Design ps2_cmd_sequencer, sky130hd; sources not shown.
Fig. 1: pin map
Drawn at 4 px/um. Pins as bars across the die edge, other pins in grey.
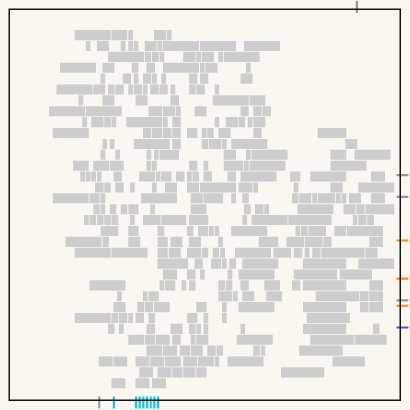
cmd: shown in orange, pins 3, direction output, edge right. resetn: shown in purple, pins 1, direction input, edge right. ps2_out: shown in cyan, pins 8, direction input, edge bottom.
vertical die dimension: 97.40 um
die boundary width: 97.40 um
count of buffers inserted at the top-level ports: 16

Fig. 2: cell classes on the final placement
Drawn at 3 px/um.
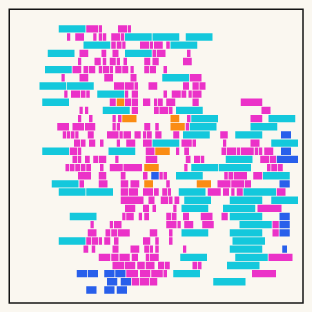
flip-flops: shown in cyan, cells 54, share of their area 41%. clock drivers and dummy loads: shown in orange, cells 8, share of their area 2.8%. all other logic: shown in magenta, cells 261, share of their area 50%. other buffers and delay cells: shown in blue, cells 18, share of their area 5.4%.
share of the final layout cell area in sequential cells: 0.3987
Non-Filler Cell Area, Final: 3540 um^2

Fig. 3: metal layers overlaid
Drawn at 3 px/um.
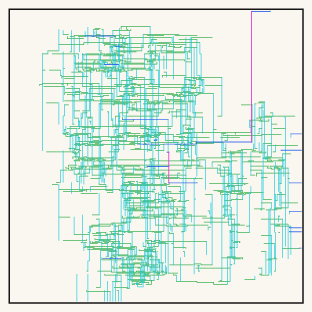
met2: shown in cyan, wire length 3130 um. met3: shown in blue, wire length 124 um. met4: shown in magenta, wire length 53.7 um. met1: shown in green, wire length 3040 um.
overall via count from detail_route: 2406
total routing usage reported by global routing: 0.1435
DR WL/cell: 14.15 um
Routed Wire Length: 6.352 mm

Fig. 4: local utilization
Drawn at 4 px/um. 10 x 10 tiles, from black (low) to pale yellow (high), 0 to 100% covered.
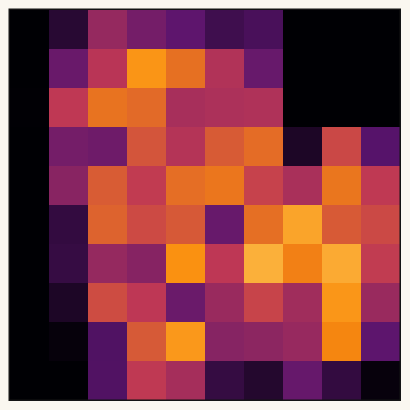
The mean over all tiles is 36%. The fullest tile reaches 83%. 7.0% of the tiles are over 75% full.
area of the core: 8763 um^2
fp util: 0.3635
core utilization of the finished layout: 0.4039

Fig. 5: clock nets
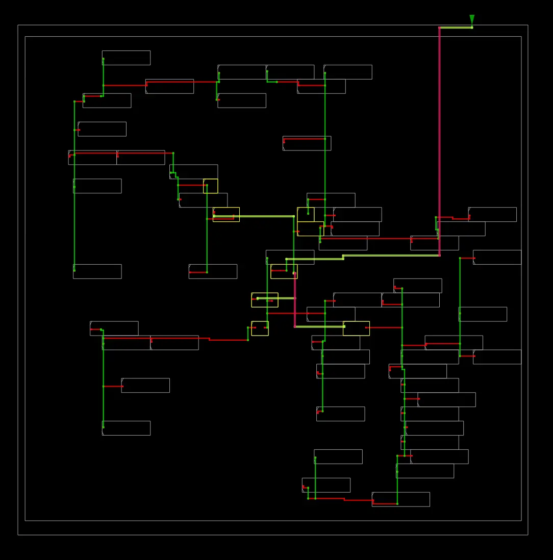
number of flip-flops and latches: 54
Clk Latency, worst-skew pair: 0.30 ns
sink count of the clock tree: 54
TritonCTS buffer count: 5

==> run summary <==
Physical implementation.

- The run finished with clean final reports.
- The power report puts the net switching power at 0.3648 mW.
- The worst stage delay on the critical path is 0.63 ns.
- During tapcell insertion the tool placed 108 well taps.
- The post-synthesis instance total is 327.
- STA classifies the critical path startpoint as a primary input.
- By area, the class that comes first in the final layout consists of logic gates.
- The final hold slack is 0.4786 ns.
- The total of cells resized after clock tree synthesis is 0.
- The net count entering floorplan is 346.
- The synthesis stat section lists a flop and latch total of 54.
- Recorded from the global router log, the overflow total was 0.
- The adder-cell area share of the yosys netlist is 0.02985.
- Setup repair after global routing left no endpoint under its margin.
- Per the layout report, the design carries 17 non-clock inverters.
- The cell that appears most often on the critical path is or4_1.
- Before antenna repair, the detailed router went through 4 iterations.
- After clock tree synthesis, the setup repair step added 0 buffers.
- In the synthesized netlist, the dominant kind of combinational cell is simple AND/OR/NAND/NOR gates.
- Per the detail_route log, met3 wirelength is 124 um.
- The instance area after placement is 3426 um^2.
- Post-synthesis, Yosys gives the total cell area as 3186 um^2.
- The synthesized-area fraction occupied by xor and xnor cells is 0.06049.
- The combinational share of cell area is 0.4670.
- The layout has 5 clock buffers.
- The worst endpoint data arrival time is 5.34 ns.
- The cell taking the most area after synthesis is dfrtp_1.
- IR analysis of the VDD net gives a maximum drop of 0.08661 mV.
- The wire length of the first global-routing pass is 11.32 mm.
- The area added between synthesis and finish is 11.12%.
- The final layout reports a setup TNS of 0 ns.
- The final cycle utilization of the critical path is 0.6767.
- The cell depth of the worst setup path is 9.
- TritonCTS built the clock tree.
- The cell sequence reported for the critical path is clkdlybuf4s50_1 -> or3b_4 -> or4_1 -> nand3_1 -> a21boi_2 -> buf_4 -> or4_1 -> nor2_1 -> mux2_2.
- The final instance count without filler cells is 449.
- Yosys reported that registers with async set or reset make up 0.7778.
- Power spread over the standard cell area amounts to 262.3 nW/um^2.
- Combinational cells consume a total of 0.314 mW.
- Along the worst hold path, the cell count comes to 1.
- The layout cell share with drive strength beyond 1 is 0.09091.
- The clock period minus final worst setup slack is 5.143 ns.
- The design internal power is 0.5638 mW.
- Per the GRT log, the top usage layer is met2.
- The kind of critical path is in -> reg.
- For this run, the script counts the antenna cells in the layout as 0.
- The switching portion of total power comes to 0.3929.
- The number of placed instances with taps included is 440.
- The slew at the pin closest to its max-slew limit is 0.9594 ns.
- For this run, the register share of the synthesized area comes to 0.4430.
- The maximum operating frequency is 0.1944 GHz.
- The critical path in the final layout is reported with a setup slack of 2.457 ns.
Power is estimated from default activity; no workload was simulated.
